### Congestion heat map

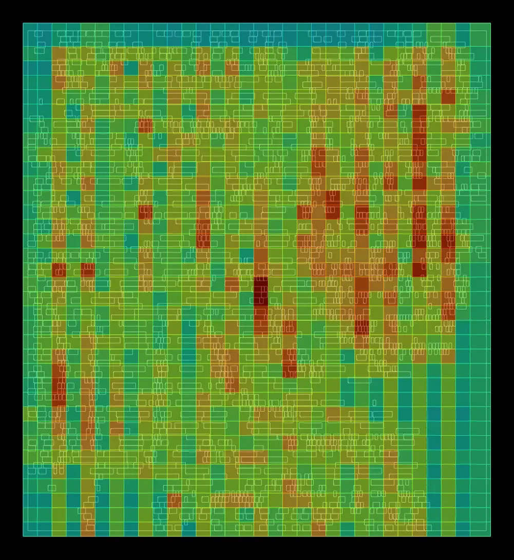
### Selected gate families

(1.5 px per um)
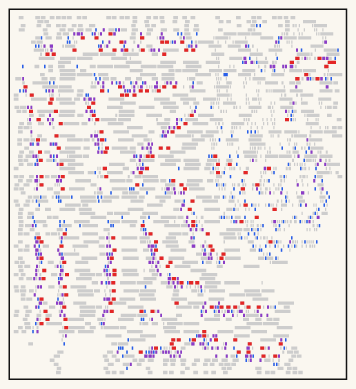
### Hierarchy map of the flops

(1 px per um) Other sequential cells in the stronger grey, the rest of the logic in the fainter grey.
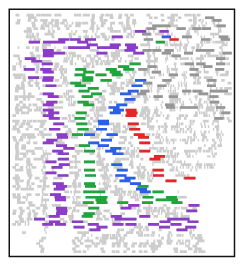
### Clock distribution

(2 px per um)
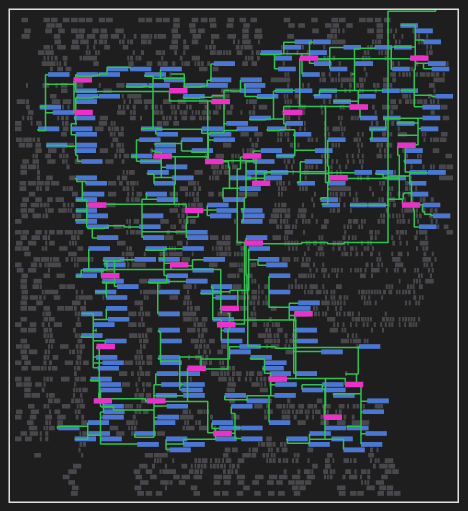
### Wiring heat map

(1.5 px per um) 22 x 25 tiles, from white (low) to dark blue (high), scaled to the fullest tile. Values are wire area over tile area, all layers added.
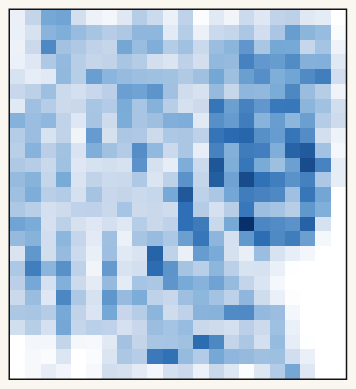
## src/rtl/dsp_pkg.sv

```systemverilog
// rtl/dsp_pkg.sv - shared DSP datapath widths, saturation limits and helpers
package dsp_pkg;

    localparam int LANES = 16;
    localparam int PW    = 11;
    localparam int ACCW  = 24;
    localparam int OW    = 16;

    localparam int SAT_MAX = (1 << (OW - 1)) - 1;
    localparam int SAT_MIN = -(1 << (OW - 1));

    localparam logic [0:0] ST_FIRST = 1'b0;
    localparam logic [0:0] ST_ACCUM = 1'b1;

    // A group length of zero is meaningless; treat it as a single beat.
    function automatic logic [7:0] eff_len(input logic [7:0] len);
        return (len == 8'd0) ? 8'd1 : len;
    endfunction

endpackage

```

## src/rtl/dsp_add_stage.sv

```systemverilog
// rtl/dsp_add_stage.sv - one registered pairwise adder level of the reduction tree
module dsp_add_stage #(
    parameter int N = 16,
    parameter int W = 11
) (
    input  logic                     clk,
    input  logic                     rst_n,
    input  logic                     clear,
    input  logic                     en,
    input  logic                     in_valid,
    input  logic [N*W-1:0]           in_data,
    output logic                     out_valid,
    output logic [(N/2)*(W+1)-1:0]   out_data
);

    logic                   valid_q;
    logic [(N/2)*(W+1)-1:0] sum_q;

    // Valid bit tracks whether the sums below hold a live beat.
    always_ff @(posedge clk or negedge rst_n) begin
        if (!rst_n) begin
            valid_q <= 1'b0;
        end else if (clear) begin
            valid_q <= 1'b0;
        end else if (en) begin
            valid_q <= in_valid;
        end
    end

    // Sign-extend each operand by one bit so the pair sum cannot overflow.
    always_ff @(posedge clk) begin
        if (en) begin
            for (int i = 0; i < N / 2; i++) begin
                sum_q[i*(W+1) +: (W+1)] <=
                    {in_data[(2*i)*W + W - 1],   in_data[(2*i)*W +: W]} +
                    {in_data[(2*i+1)*W + W - 1], in_data[(2*i+1)*W +: W]};
            end
        end
    end

    assign out_valid = valid_q;
    assign out_data  = sum_q;

endmodule

```

## src/rtl/dsp_acc_tree.sv

```systemverilog
// rtl/dsp_acc_tree.sv - 16-lane adder tree with grouped accumulation and saturating output
module dsp_acc_tree #(
    parameter int LANES = dsp_pkg::LANES,
    parameter int PW    = dsp_pkg::PW,
    parameter int ACCW  = dsp_pkg::ACCW,
    parameter int OW    = dsp_pkg::OW
) (
    input  logic                clk,
    input  logic                rst_n,
    input  logic                clear,
    input  logic [7:0]          acc_len,
    input  logic                in_valid,
    output logic                in_ready,
    input  logic [LANES*PW-1:0] in_data,
    output logic                out_valid,
    input  logic                out_ready,
    output logic [OW-1:0]       out_data,
    output logic                out_sat
);
    import dsp_pkg::*;

    localparam int W1 = PW + 1;
    localparam int W2 = PW + 2;
    localparam int W3 = PW + 3;
    localparam int TW = PW + 4;

    localparam logic signed [ACCW-1:0] SAT_HI_A = ACCW'(SAT_MAX);
    localparam logic signed [ACCW-1:0] SAT_LO_A = ACCW'(SAT_MIN);

    logic                    en;
    logic                    v1, v2, v3, v4;
    logic [(LANES/2)*W1-1:0] s1;
    logic [(LANES/4)*W2-1:0] s2;
    logic [(LANES/8)*W3-1:0] s3;
    logic [TW-1:0]           s4;

    logic [0:0]              state_q, state_d;
    logic [7:0]              len_q, len_d, cnt_q, cnt_d;
    logic signed [ACCW-1:0]  acc_q, acc_d, tree_ext, base, total;
    logic                    grp_end;
    logic [OW-1:0]           sat_data;
    logic                    sat_flag;
    logic                    out_valid_q, out_sat_q;
    logic [OW-1:0]           out_data_q;

    // Whole datapath freezes only while a finished result waits for the consumer.
    assign en       = !(out_valid_q && !out_ready);
    assign in_ready = en;

    dsp_add_stage #(.N(LANES),   .W(PW)) u_stage1 (.clk(clk), .rst_n(rst_n), .clear(clear), .en(en),
        .in_valid(in_valid), .in_data(in_data), .out_valid(v1), .out_data(s1));
    dsp_add_stage #(.N(LANES/2), .W(W1)) u_stage2 (.clk(clk), .rst_n(rst_n), .clear(clear), .en(en),
        .in_valid(v1), .in_data(s1), .out_valid(v2), .out_data(s2));
    dsp_add_stage #(.N(LANES/4), .W(W2)) u_stage3 (.clk(clk), .rst_n(rst_n), .clear(clear), .en(en),
        .in_valid(v2), .in_data(s2), .out_valid(v3), .out_data(s3));
    dsp_add_stage #(.N(LANES/8), .W(W3)) u_stage4 (.clk(clk), .rst_n(rst_n), .clear(clear), .en(en),
        .in_valid(v3), .in_data(s3), .out_valid(v4), .out_data(s4));

    // Group sequencing: first tree output of a group loads, later ones add.
    always_comb begin
        state_d  = state_q;
        len_d    = len_q;
        cnt_d    = cnt_q;
        acc_d    = acc_q;
        grp_end  = 1'b0;
        tree_ext = {{(ACCW-TW){s4[TW-1]}}, s4};
        base     = (state_q == ST_FIRST) ? '0 : acc_q;
        total    = base + tree_ext;
        if (v4) begin
            acc_d = total;
            if (state_q == ST_FIRST) begin
                len_d   = eff_len(acc_len);
                cnt_d   = 8'd1;
                grp_end = (len_d == 8'd1);
            end else begin
                cnt_d   = cnt_q + 8'd1;
                grp_end = (cnt_d == len_q);
            end
            state_d = grp_end ? ST_FIRST : ST_ACCUM;
        end
    end

    // Clip the running group sum into the signed output range.
    always_comb begin
        sat_data = total[OW-1:0];
        sat_flag = 1'b0;
        if (total > SAT_HI_A) begin
            sat_data = SAT_HI_A[OW-1:0];
            sat_flag = 1'b1;
        end else if (total < SAT_LO_A) begin
            sat_data = SAT_LO_A[OW-1:0];
            sat_flag = 1'b1;
        end
    end

    // Accumulator, counter and result registers; clear wins over a stall.
    always_ff @(posedge clk or negedge rst_n) begin
        if (!rst_n) begin
            state_q     <= ST_FIRST;
            len_q       <= 8'd1;
            cnt_q       <= 8'd0;
            acc_q       <= '0;
            out_valid_q <= 1'b0;
            out_data_q  <= '0;
            out_sat_q   <= 1'b0;
        end else if (clear) begin
            state_q     <= ST_FIRST;
            cnt_q       <= 8'd0;
            acc_q       <= '0;
            out_valid_q <= 1'b0;
            out_sat_q   <= 1'b0;
        end else if (en) begin
            state_q     <= state_d;
            len_q       <= len_d;
            cnt_q       <= cnt_d;
            acc_q       <= acc_d;
            out_valid_q <= grp_end;
            if (grp_end) begin
                out_data_q <= sat_data;
                out_sat_q  <= sat_flag;
            end
        end
    end

    assign out_valid = out_valid_q;
    assign out_data  = out_data_q;
    assign out_sat   = out_sat_q;

endmodule

```

## config.mk

```make
export PLATFORM = sky130hd
export DESIGN_NAME = dsp_acc_tree
export DESIGN_NICKNAME = d
export VERILOG_FILES = /design/src/rtl/dsp_pkg.sv /design/src/rtl/dsp_add_stage.sv /design/src/rtl/dsp_acc_tree.sv
export SDC_FILE = /design/constraint.sdc
export NUM_CORES = 1
export LEC_CHECK = 0
export ABC_AREA = 1
export CORE_ASPECT_RATIO = 1.1
export CORE_MARGIN = 2
export CORE_UTILIZATION = 32
export CTS_CLUSTER_SIZE = 30
export DETAILED_ROUTE_END_ITERATION = 12
export GPL_TIMING_DRIVEN = 0
export PLACE_DENSITY_LB_ADDON = 0.05
export SLEW_MARGIN = 20
export SYNTH_ARGS = -nofsm -noshare
export SYNTH_HDL_FRONTEND = slang
export SYNTH_SLANG_ARGS = --single-unit
```

## constraint.sdc

```tcl
create_clock -name clk -period 6.5 [get_ports clk]
set_input_delay 0.65 -clock clk [delete_from_list [all_inputs] [get_ports clk]]
set_output_delay 0.65 -clock clk [all_outputs]
set_load 0.005 [all_outputs]
```

==> impl_metrics.json <==
{
  "ys_area_mm2": 0.0170,
  "r2r_end": "out_data[7]",
  "async_reset_ff_share_pct": 24.8,
  "ir_worst_vdd_uv": 256,
  "grt_pass1_wl_um": 63700,
  "clockRootBuffer": "clkbuf_16",
  "cp_max_fo": 10,
  "worstPathRequired_ns": 7.03,
  "cts_sinks": 254,
  "cts_setup_buffers": 0,
  "clkTransAtPathRegs_ns": 0.06,
  "cts-buffers-inserted": 31,
  "r2r_cells": 23,
  "antenna_left": 0,
  "critPathLaunchType": "register",
  "path_cells": "clkbuf_1 > buf_1 > nand2_1 > inv_1 > ha_1 > fa_1 > nand3_1 > nor2_1 > inv_1 > nand3_1 > nand2_1 > nand3_1 > nand2_1 > nand2_1 > nand3_1 > nor2_1 > nand2_1 > nand2_2 > buf_4 > nand2_1 > nand2_1 > nand2_1 > nand2_1",
  "lay_top_cells": "nand2_1 (436), inv_1 (259), clkdlybuf4s50_1 (206)",
  "antenna_found_initial": 0,
  "status": "completed",
  "via_count": 12768,
  "top_usage_layer": "met2",
  "cp-end-kind": "register",
  "postSynthCellCount": 1872,
  "grt_max_degree": 81,
  "rsz0062_at_grt": "false",
  "avgSynthCellArea_um2": 9.08,
  "min_period_ns": 3.68,
  "crit_top_cell": "nand2_1",
  "clock_skew_ns": 0.0246,
  "chipArea_mm2": 0.0550,
  "slew_viol_final": 0,
  "gp_congestion": 0.820,
  "p_total_mw": 7.29,
  "ios": 208,
  "leakagePower_nw": 9.83,
  "grt_pass1_vias": 12908,
  "finalCritPeriodShare_pct": 56.7,
  "cts.repair.resized": 0,
  "hold_viol": 0,
  "synth_nets": 2277,
  "slew_headroom_pct": 56.8,
  "grt_overflow": 0,
  "ff_latch_area_mm2": 0.00731,
  "dpl.hpwl_um": 31200,
  "tightest_slew_ns": 0.649,
  "yosys.area.top_type": "edfxtp_1",
  "final-comb-area_mm2": 0.00864,
  "final_common_cell": "nand2_1",
  "holdPathEnd": "len_q[0]",
  "synth_cell_types": 39,
  "final-setup-viol-count": 0,
  "top_area_share_pct": 33.7,
  "powerDensity_mw_per_mm2": 347,
  "r2r_setup_slack_ns": 2.82,
  "grt.total_usage_pct": 14.1,
  "clock.fmax_mhz": 271,
  "reg2reg_from": "state_q",
  "fillCellCount": 5291
}
## Picture notes: 'Congestion heat map'
GR Util met2: 25.0%
wire length per cell: 13.8 um
met3 usage: 1.80%
met1 GRT Util: 18.5%

## Picture notes: 'Selected gate families'
Key: xor and xnor cells = red [cells 168, most used xor2_1, where spread over the die]; inv cells = blue [cells 260, most used inv_1, where spread over the die]; aoi and oai cells = purple [cells 304, most used a21oi_1, where spread over the die]

## Picture notes: 'Hierarchy map of the flops'
Key: `u_stage3` = blue [sequential cells 29, where centre]; `u_stage2` = green [sequential cells 53]; `u_stage4` = red [sequential cells 16, where centre]; `u_stage1` = purple [sequential cells 97]

## Picture notes: 'Clock distribution'
Key: clock-net drivers = magenta [count 31]; clock wires = green [length 3960 um]; flip-flops = blue [count 254]
There are 32 routed clock nets.

## Picture notes: 'Wiring heat map'
The fullest tile reaches 0.33. 7.1% of the tiles are nearly empty. The densest ninth of the die: middle right. The emptiest ninth of the die: lower right. 21% of the tiles are over half the peak.

layout make-up:
cell class	instances	share of cell area (%)
plain buffers	16	0.382
clock inverters	8	0.370
multi-input cells	1342	41.2
repair buffers	211	10.3
inverters	260	4.68
well taps	675	4.03
flip-flops and latches	254	34.9
clock buffers	47	4.23
metal layers:
layer  up-vias  share of wire, %
met2       191                48
li1       6790                 -
met5         -                 0
met1      5757                47
met3        30               3.4
met4         0               1.2
synth_stat cells, types with 4 or more instances:
library cell	instances
nand4_1	11
clkbuf_1	10
xnor2_1	46
edfxtp_1	191
o21ai_0	91
a21oi_1	158
o31ai_1	8
o22ai_1	10
ha_1	200
xor2_1	121
nor2_1	81
nand3b_1	4
inv_1	259
fa_1	16
a31oi_1	13
dfrtp_1	62
nor3_1	13
a21boi_0	5
nand2_1	437
nand3_1	95
o2111ai_1	4
a211oi_1	5
o21bai_1	5
through the flow:
stage | area, um^2 | hold WS (ns) | worst slack, ns
after floorplan | 17000 | 0.354 | 2.04
after CTS | 21000 | 0.483 | 2.76
final | 21000 | 0.481 | 2.82
after global routing | 21000 | 0.518 | 2.39
after detailed placement | 20000 | 0.466 | 2.79
after global placement | 19900 | 0.465 | -0.439
cell families after synthesis:
group | count (synthesis) | synth area share (%)
and+or+nand+nor | 654 | 15.8
AOI/OAI and AO/OA | 304 | 9.64
buffers and inverters | 276 | 6.24
DFF | 254 | 43.0
adders and majority gates | 216 | 16.6
xor gates and xnor gates | 168 | 8.70
tightest hold or removal path, stage by stage (launching register included):
cell	delay (ns)
dfstp_2	0.37
nand2_1	0.06
nand2_1	0.05
how the worst max path moves through the flow:
stage | endpoint | slack [ns] | cells after the start
after global placement | state_q | -0.44 | 6
after floorplan | acc_q[11] | 2.04 | 8
after detailed placement | out_data[7] | 2.79 | 23
final | out_data[7] | 2.82 | 23
after CTS | out_data[7] | 2.76 | 20
after global routing | out_data[11] | 2.39 | 23
power breakdown:
part           internal, mW  switching (mW)
Sequential             2.46           0.214
Clock                 0.975           0.679
Combinational          1.26            1.70
Total                  4.70            2.59
repair_timing:
| item | CTS | global route |
|---|---|---|
| endpoints found under the hold margin | 24 | 0 |
| setup endpoints to repair | 0 | 0 |
| hold buffers | 1 | 0 |
registers in the layout, indices dropped and copies added (netlist names):
name	flops
u_stage2.out_valid	1
u_stage4.out_valid	1
u_stage3.out_valid	1
u_stage4.out_data	15
u_stage3.out_data	28
u_stage2.out_data	52
u_stage1.out_data	96
acc_q	24
out_valid	1
state_q	1
out_sat	1
cnt_q	8
out_data	16
len_q	8
u_stage1.out_valid	1
Power and IR drop assume default switching activity.
